Run 1, cell density map:
Scale bar: 50 µm. The die is cut into 18 by 22 equal tiles; black is low, pale yellow is high, 0 to 100% covered.
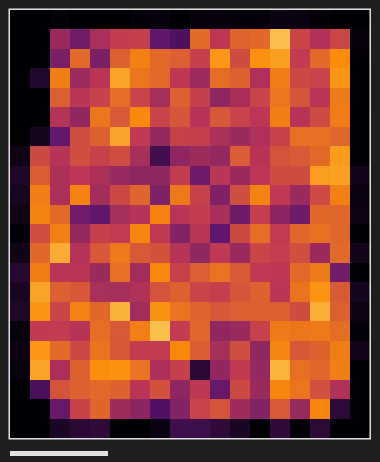
Run 1, signal metal coverage by tile:
Scale bar: 50 µm. The die is cut into 18 by 22 equal tiles; black is low, pale yellow is high, scaled to the fullest tile. Values are wire area over tile area, all layers added.
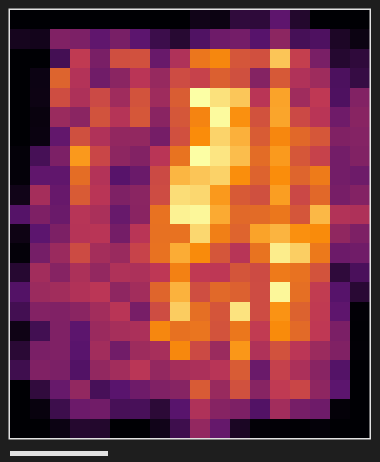
Run 1, M1 wires:
Scale bar: 50 µm.
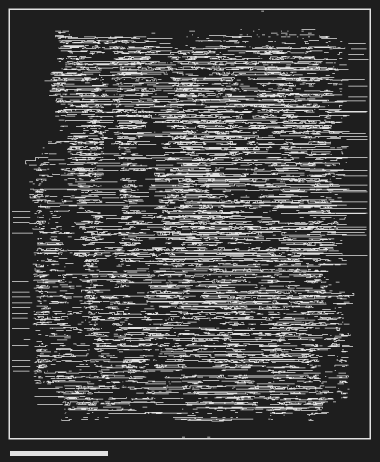
<file path="config.mk">
export PLATFORM = sky130hd
export DESIGN_NAME = muldiv_unit
export DESIGN_NICKNAME = d
export VERILOG_FILES = /design/src/rtl/muldiv_pkg.sv /design/src/rtl/muldiv_addsub.sv /design/src/rtl/muldiv_unit.sv
export SDC_FILE = /design/constraint.sdc
export NUM_CORES = 1
export LEC_CHECK = 0
export CAP_MARGIN = 10
export CORE_AREA = 8 8 176 211
export DETAILED_ROUTE_END_ITERATION = 8
export DIE_AREA = 0 0 184 219
export GPL_TIMING_DRIVEN = 1
export PLACE_DENSITY_LB_ADDON = 0.15
export SYNTH_ARGS = -nofsm -noshare
export SYNTH_HDL_FRONTEND = slang
export SYNTH_HIERARCHICAL = 1
export SYNTH_SLANG_ARGS = --single-unit
</file>
<file path="constraint.sdc">
create_clock -name clk -period 6.6 [get_ports clk]
set_clock_uncertainty 0.2 [all_clocks]
set_input_delay 1.65 -clock clk [delete_from_list [all_inputs] [get_ports clk]]
set_output_delay 1.65 -clock clk [all_outputs]
set_load 0.02 [all_outputs]
</file>
<file path="src/rtl/muldiv_pkg.sv">
// Shared encodings for the iterative multiply/divide unit: operation codes,
// FSM states and small operation-decode helpers.
package muldiv_pkg;

  localparam logic [1:0] OP_MULT  = 2'd0;
  localparam logic [1:0] OP_MULTU = 2'd1;
  localparam logic [1:0] OP_DIV   = 2'd2;
  localparam logic [1:0] OP_DIVU  = 2'd3;

  typedef enum logic [1:0] {
    IDLE  = 2'd0,
    RUN   = 2'd1,
    FIXUP = 2'd2
  } state_t;

  function automatic logic op_is_div(input logic [1:0] op);
    return (op == OP_DIV) || (op == OP_DIVU);
  endfunction

  function automatic logic op_is_signed(input logic [1:0] op);
    return (op == OP_MULT) || (op == OP_DIV);
  endfunction

endpackage

</file>
<file path="src/rtl/muldiv_addsub.sv">
// W-bit adder/subtractor shared by the multiply and divide iterations.
// o_carry is the raw carry-out: for subtraction, 1 means no borrow (a >= b).
module muldiv_addsub #(
  parameter int W = 33
) (
  input  logic [W-1:0] i_a,
  input  logic [W-1:0] i_b,
  input  logic         i_sub,
  output logic [W-1:0] o_sum,
  output logic         o_carry
);

  logic [W-1:0] w_b;
  logic [W:0]   w_full;

  assign w_b     = i_sub ? ~i_b : i_b;
  assign w_full  = {1'b0, i_a} + {1'b0, w_b} + {{W{1'b0}}, i_sub};
  assign o_sum   = w_full[W-1:0];
  assign o_carry = w_full[W];

endmodule

</file>
<file path="src/rtl/muldiv_unit.sv">
// Iterative MULT/MULTU/DIV/DIVU unit owning HI/LO. Works on operand magnitudes,
// one shift-add or restoring-divide step per RUN cycle, signs applied in FIXUP.
module muldiv_unit
  import muldiv_pkg::*;
#(
  parameter int WIDTH = 32,
  parameter int CNT_W = 6
) (
  input  logic             clk,
  input  logic             reset,
  input  logic             start,
  input  logic [1:0]       op,
  input  logic [WIDTH-1:0] in1,
  input  logic [WIDTH-1:0] in2,
  input  logic             hi_we,
  input  logic             lo_we,
  input  logic [WIDTH-1:0] wdata,
  output logic             busy,
  output logic             done,
  output logic [WIDTH-1:0] hi,
  output logic [WIDTH-1:0] lo
);

  state_t r_state;
  state_t w_state_next;

  logic [CNT_W-1:0] r_count;
  logic [WIDTH-1:0] r_a;        // multiplicand or divisor magnitude
  logic [WIDTH-1:0] r_acc_hi;   // product high half or partial remainder
  logic [WIDTH-1:0] r_acc_lo;   // multiplier/product low half or dividend/quotient
  logic [WIDTH-1:0] r_in1;
  logic [WIDTH-1:0] r_hi;
  logic [WIDTH-1:0] r_lo;
  logic             r_is_div;
  logic             r_res_neg;
  logic             r_rem_neg;
  logic             r_div0;
  logic             r_done;

  // Operand capture at start
  logic             w_signed;
  logic             w_in1_neg;
  logic             w_in2_neg;
  logic [WIDTH-1:0] w_in1_mag;
  logic [WIDTH-1:0] w_in2_mag;

  assign w_signed  = op_is_signed(op);
  assign w_in1_neg = w_signed & in1[WIDTH-1];
  assign w_in2_neg = w_signed & in2[WIDTH-1];
  assign w_in1_mag = w_in1_neg ? -in1 : in1;
  assign w_in2_mag = w_in2_neg ? -in2 : in2;

  // Shared datapath adder: add for multiply, trial subtract for divide
  logic [WIDTH:0] w_add_a;
  logic [WIDTH:0] w_add_b;
  logic [WIDTH:0] w_sum;
  logic           w_carry;

  assign w_add_a = r_is_div ? {r_acc_hi, r_acc_lo[WIDTH-1]} : {1'b0, r_acc_hi};
  assign w_add_b = {1'b0, r_a};

  muldiv_addsub #(
    .W(WIDTH + 1)
  ) u_addsub (
    .i_a    (w_add_a),
    .i_b    (w_add_b),
    .i_sub  (r_is_div),
    .o_sum  (w_sum),
    .o_carry(w_carry)
  );

  // One iteration step
  logic [WIDTH:0]   w_mul_acc;
  logic [WIDTH-1:0] w_iter_hi;
  logic [WIDTH-1:0] w_iter_lo;

  assign w_mul_acc = r_acc_lo[0] ? w_sum : {1'b0, r_acc_hi};

  always_comb begin
    w_iter_hi = r_acc_hi;
    w_iter_lo = r_acc_lo;
    if (r_is_div) begin
      // Carry-out set means the trial subtraction did not borrow
      w_iter_hi = w_carry ? w_sum[WIDTH-1:0] : w_add_a[WIDTH-1:0];
      w_iter_lo = {r_acc_lo[WIDTH-2:0], w_carry};
    end else begin
      w_iter_hi = w_mul_acc[WIDTH:1];
      w_iter_lo = {w_mul_acc[0], r_acc_lo[WIDTH-1:1]};
    end
  end

  // Sign fixup and final result selection
  logic [2*WIDTH-1:0] w_prod;
  logic [2*WIDTH-1:0] w_prod_fix;
  logic [WIDTH-1:0]   w_quot_fix;
  logic [WIDTH-1:0]   w_rem_fix;
  logic [WIDTH-1:0]   w_res_hi;
  logic [WIDTH-1:0]   w_res_lo;

  assign w_prod     = {r_acc_hi, r_acc_lo};
  assign w_prod_fix = r_res_neg ? -w_prod : w_prod;
  assign w_quot_fix = r_res_neg ? -r_acc_lo : r_acc_lo;
  assign w_rem_fix  = r_rem_neg ? -r_acc_hi : r_acc_hi;

  always_comb begin
    w_res_hi = w_prod_fix[2*WIDTH-1:WIDTH];
    w_res_lo = w_prod_fix[WIDTH-1:0];
    if (r_is_div) begin
      if (r_div0) begin
        w_res_hi = r_in1;
        w_res_lo = '1;
      end else begin
        w_res_hi = w_rem_fix;
        w_res_lo = w_quot_fix;
      end
    end
  end

  // FSM next-state and busy
  always_comb begin
    w_state_next = r_state;
    busy         = 1'b0;
    case (r_state)
      IDLE: begin
        if (start) w_state_next = RUN;
      end
      RUN: begin
        busy = 1'b1;
        if (r_count == CNT_W'(WIDTH - 1)) w_state_next = FIXUP;
      end
      FIXUP: begin
        busy         = 1'b1;
        w_state_next = IDLE;
      end
      default: w_state_next = IDLE;
    endcase
  end

  always_ff @(posedge clk) begin
    if (reset) begin
      r_state <= IDLE;
    end else begin
      r_state <= w_state_next;
    end
  end

  always_ff @(posedge clk) begin
    if (reset) begin
      r_count   <= '0;
      r_a       <= '0;
      r_acc_hi  <= '0;
      r_acc_lo  <= '0;
      r_in1     <= '0;
      r_hi      <= '0;
      r_lo      <= '0;
      r_is_div  <= 1'b0;
      r_res_neg <= 1'b0;
      r_rem_neg <= 1'b0;
      r_div0    <= 1'b0;
      r_done    <= 1'b0;
    end else begin
      r_done <= (r_state == FIXUP);
      case (r_state)
        IDLE: begin
          if (hi_we) r_hi <= wdata;
          if (lo_we) r_lo <= wdata;
          if (start) begin
            r_count   <= '0;
            r_is_div  <= op_is_div(op);
            r_a       <= w_in2_mag;
            r_acc_hi  <= '0;
            r_acc_lo  <= w_in1_mag;
            r_in1     <= in1;
            r_res_neg <= w_in1_neg ^ w_in2_neg;
            r_rem_neg <= w_in1_neg;
            r_div0    <= op_is_div(op) && (in2 == '0);
          end
        end
        RUN: begin
          r_acc_hi <= w_iter_hi;
          r_acc_lo <= w_iter_lo;
          r_count  <= r_count + CNT_W'(1);
        end
        FIXUP: begin
          r_hi    <= w_res_hi;
          r_lo    <= w_res_lo;
          r_count <= '0;
        end
        default: r_count <= '0;
      endcase
    end
  end

  assign done = r_done;
  assign hi   = r_hi;
  assign lo   = r_lo;

endmodule

</file>
==> run_results.csv, run 1 <==
group,metric,value,unit
final_layout,final_cell_mix,"nand2_1, a21oi_1, dfxtp_1, nor2_1, clkdlybuf4s50_1",
worst_setup_path,endpoint_kind,"flop",
final_layout,nClkBuffers,34,
detailed_routing,ant_nets,0,
power_and_ir_drop,powerSeq,1.47,mW
power_and_ir_drop,power.density,216,mW/mm²
floorplan,nWellTaps,456,
power_and_ir_drop,ir_drop,0.171,mV
synthesis,top_area_cell,"dfxtp_1",
min_path,hp-start,"lo[22]$_SDFFE_PP0P_",
floorplan,boundaryPins,169,
final_timing,hold_ws,0.248,ns
synthesis,common_cells,"nand2_1, a21oi_1, dfxtp_1",
power_and_ir_drop,total_power,3.99,mW
final_layout,clock_area_share,4.67,%
worst_setup_path,rr_worst_depth,15,
clock_network,cts_setup_buffers,0,
outcome,status,"finished, final reports clean",
placement,gp_congestion,0.984,
min_path,worstHoldPathCells,2,
synthesis,async_flop_share,0,%
synthesis,topCellsByArea,"dfxtp_1, a21oi_1, nand2_1",
clock_network,ctsHoldBuffers,0,
worst_setup_path,crit_fanout,89,
power_and_ir_drop,comb-power,1.08,mW
worst_setup_path,crit_chain,"buf_4 > mux2_2 > ha_1 > a21oi_1 > nand2_1 > or2_2 > o21ai_4 > nor2_1 > or3_1 > buf_4 > mux2_2 > nand2_1 > o21ai_0 > a22oi_1 > nor2_1",
worst_setup_path,crit_path_top_delay_cell,"dfxtp_4",
detailed_routing,vias_per_cell,6.18,
synthesis,numSynthFlops,205,
synthesis,ys_sh_simple,21.4,%
detailed_routing,top_layer,"met4",
power_and_ir_drop,p_leak,6.72,nW
power_and_ir_drop,power-top-group,"sequential cells",
placement,dp_hpwl,43.7,mm
floorplan,core_area,0.0337,mm²
synthesis,postSynthCellCount,2127,
synthesis,ys_seq_share,25.8,%
worst_setup_path,crit_family,"flip-flops",
final_layout,sh_seq_area,22.2,%
job,drv_cap,0,
final_layout,non_clock_buffer_area_share,10.3,%
grt,grt_busiest_layer,"met2",
-- 'cell density map' (at the start) --
mean over tiles	45%
nearly empty tiles	13%
tiles over 75% full	6.1%
fullest tile	86%
emptiest ninth of the die	north-west
fp util: 47.2%
fin util: 54.9%

-- 'signal metal coverage by tile' (at the start) --
tiles over half the peak	37%
densest ninth of the die	center
mean over tiles	0.24
fullest tile	0.57
nearly empty tiles	10%
Avg WL per Cell: 22.1 µm
via count: 16.2k
Routed Wire Length: 58.0 mm
GRT Total Usage: 27.6%

-- 'M1 wires' (at the start) --
nets with wire on the layer	2,123
main direction	horizontal
share of all routed wire	41%
longest straight run	58.0 µm
grt met1 use: 32.4%

Run 1, congestion heat map:
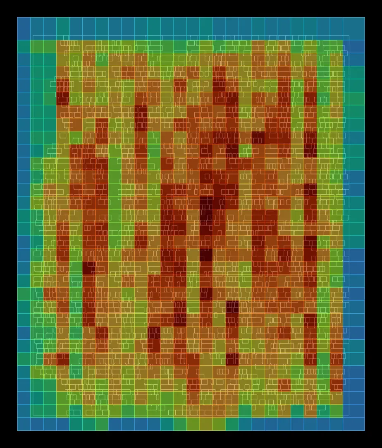

--- run 2 (diff from run 1) ---
clock period = 4.62 ns   (was 6.6 ns; I/O delays follow)
Run 2, congestion heat map:
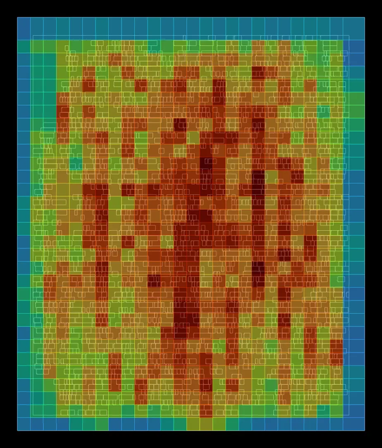
grt peak-use layer: met2
grt met1 use: 33.0%
GR Util met2: 51.0%
fin util: 55.8%
met3 Use GR: 3.33%

==> run 2 against run 1 <==
Synthesized cell count is the same. Global-route usage rose by 1.0 points. Register-to-register slack worse by 1.3 ns. Via count grew 1.6%. Sequential cell count unchanged. Combinational power increased by about 50%.
==> run_results.csv, run 2 <==
group,metric,value,unit
worst_setup_path,crit_family,"AND-OR/OR-AND gates",
clock_network,ctsHoldBuffers,0,
power_and_ir_drop,comb-power,1.62,mW
final_layout,clock_area_share,4.35,%
detailed_routing,ant_nets,0,
synthesis,common_cells,"nand2_1, a21oi_1, dfxtp_1",
floorplan,core_area,0.0337,mm²
detailed_routing,drtPass1Iterations,5,
worst_setup_path,r2r_slack,0.34,ns
synthesis,synth.most_common_cell,"nand2_1",
power_and_ir_drop,p_leak,6.93,nW
worst_setup_path,crit_chain,"mux2_2 > ha_1 > a21oi_1 > o21bai_1 > a21o_1 > a21o_1 > a211oi_1 > o21ai_0 > or3_1 > buf_12 > mux2i_1 > a21oi_1 > a22oi_1 > nor2_1",
final_timing,worst_slack,0.342,ns
min_path,worstHoldPathCells,2,
power_and_ir_drop,ir_drop,0.273,mV
clock_network,cts_tree,"yes",
final_layout,sh_seq_area,21.9,%
power_and_ir_drop,p_sw,1.95,mW
clock_network,ctsLongestPathBuffers,3,
outcome,status,"finished, final reports clean",
power_and_ir_drop,power-top-group,"sequential cells",
worst_setup_path,critPathLaunchType,"flop",
floorplan,boundaryPins,169,
synthesis,flop_cell,"dfxtp_1",
power_and_ir_drop,power.density,300,mW/mm²
synthesis,ys_sh_simple,21.4,%
worst_setup_path,endpoint_kind,"flop",
worst_setup_path,crit_fanout,54,
floorplan,rows,74,
synthesis,topCellsByArea,"dfxtp_1, a21oi_1, nand2_1",
final_timing,drv_slew,0,
worst_setup_path,rr_endpoint,"r_acc_hi[5]$_SDFFE_PP0P_",
final_layout,synthToLayoutAreaGrowth,18.2,%
placement,portBuffers,168,
final_timing,tns,0,ns
detailed_routing,vias_per_cell,6.18,
worst_setup_path,crit_path_top_delay_cell,"dfxtp_4",
worst_setup_path,rr_worst_depth,14,
detailed_routing,routedWlPerCell,22.3,µm
job,drv_cap,0,
final_timing,hold_ws,0.251,ns
floorplan,fp_util,47.2,%
final_layout,nClkBuffers,36,
min_path,hp-start,"lo[11]$_SDFFE_PP0P_",
synthesis,avgSynthCellArea,7.47,µm²
grt,grt_pass1_vias,15976,
floorplan,fp.dieH,219,µm
clock_network,cts_buffers,25,
clock_network,cts_resized,0,
job,warning_count,28,
final_layout,final_cell_mix,"nand2_1, a21oi_1, dfxtp_1, nor2_1, clkdlybuf4s50_1",
final_layout,non_clock_buffer_area_share,12.0,%
synthesis,synthXorXnorAreaFrac,9.75,%
synthesis,top_area_cell,"dfxtp_1",
clock_network,cts_setup_buffers,0,
synthesis,syn_nets,2271,
detailed_routing,top_layer,"met4",
worst_setup_path,setup.worst_path.end,"r_acc_hi[5]$_SDFFE_PP0P_",
synthesis,ys_seq_share,25.8,%
floorplan,nWellTaps,456,
placement,dp_hpwl,45.3,mm
synthesis,async_flop_share,0,%
synthesis,postSynthCellCount,2127,
grt,grt.total_usage,28.6,%
power_and_ir_drop,powerSeq,2.06,mW
synthesis,numSynthFlops,205,
placement,gp_congestion,0.982,
final_timing,hold_viol,0,
power_and_ir_drop,total_power,5.65,mW
Run 2, M2 wires:
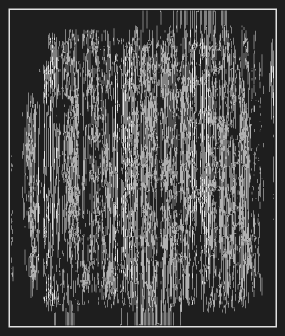
wire length on this layer	29.2 mm
nets with wire on the layer	1,893
main direction	vertical
Routed Wire Length: 59.5 mm
via count: 16.5k

Power and IR drop assume default switching activity.
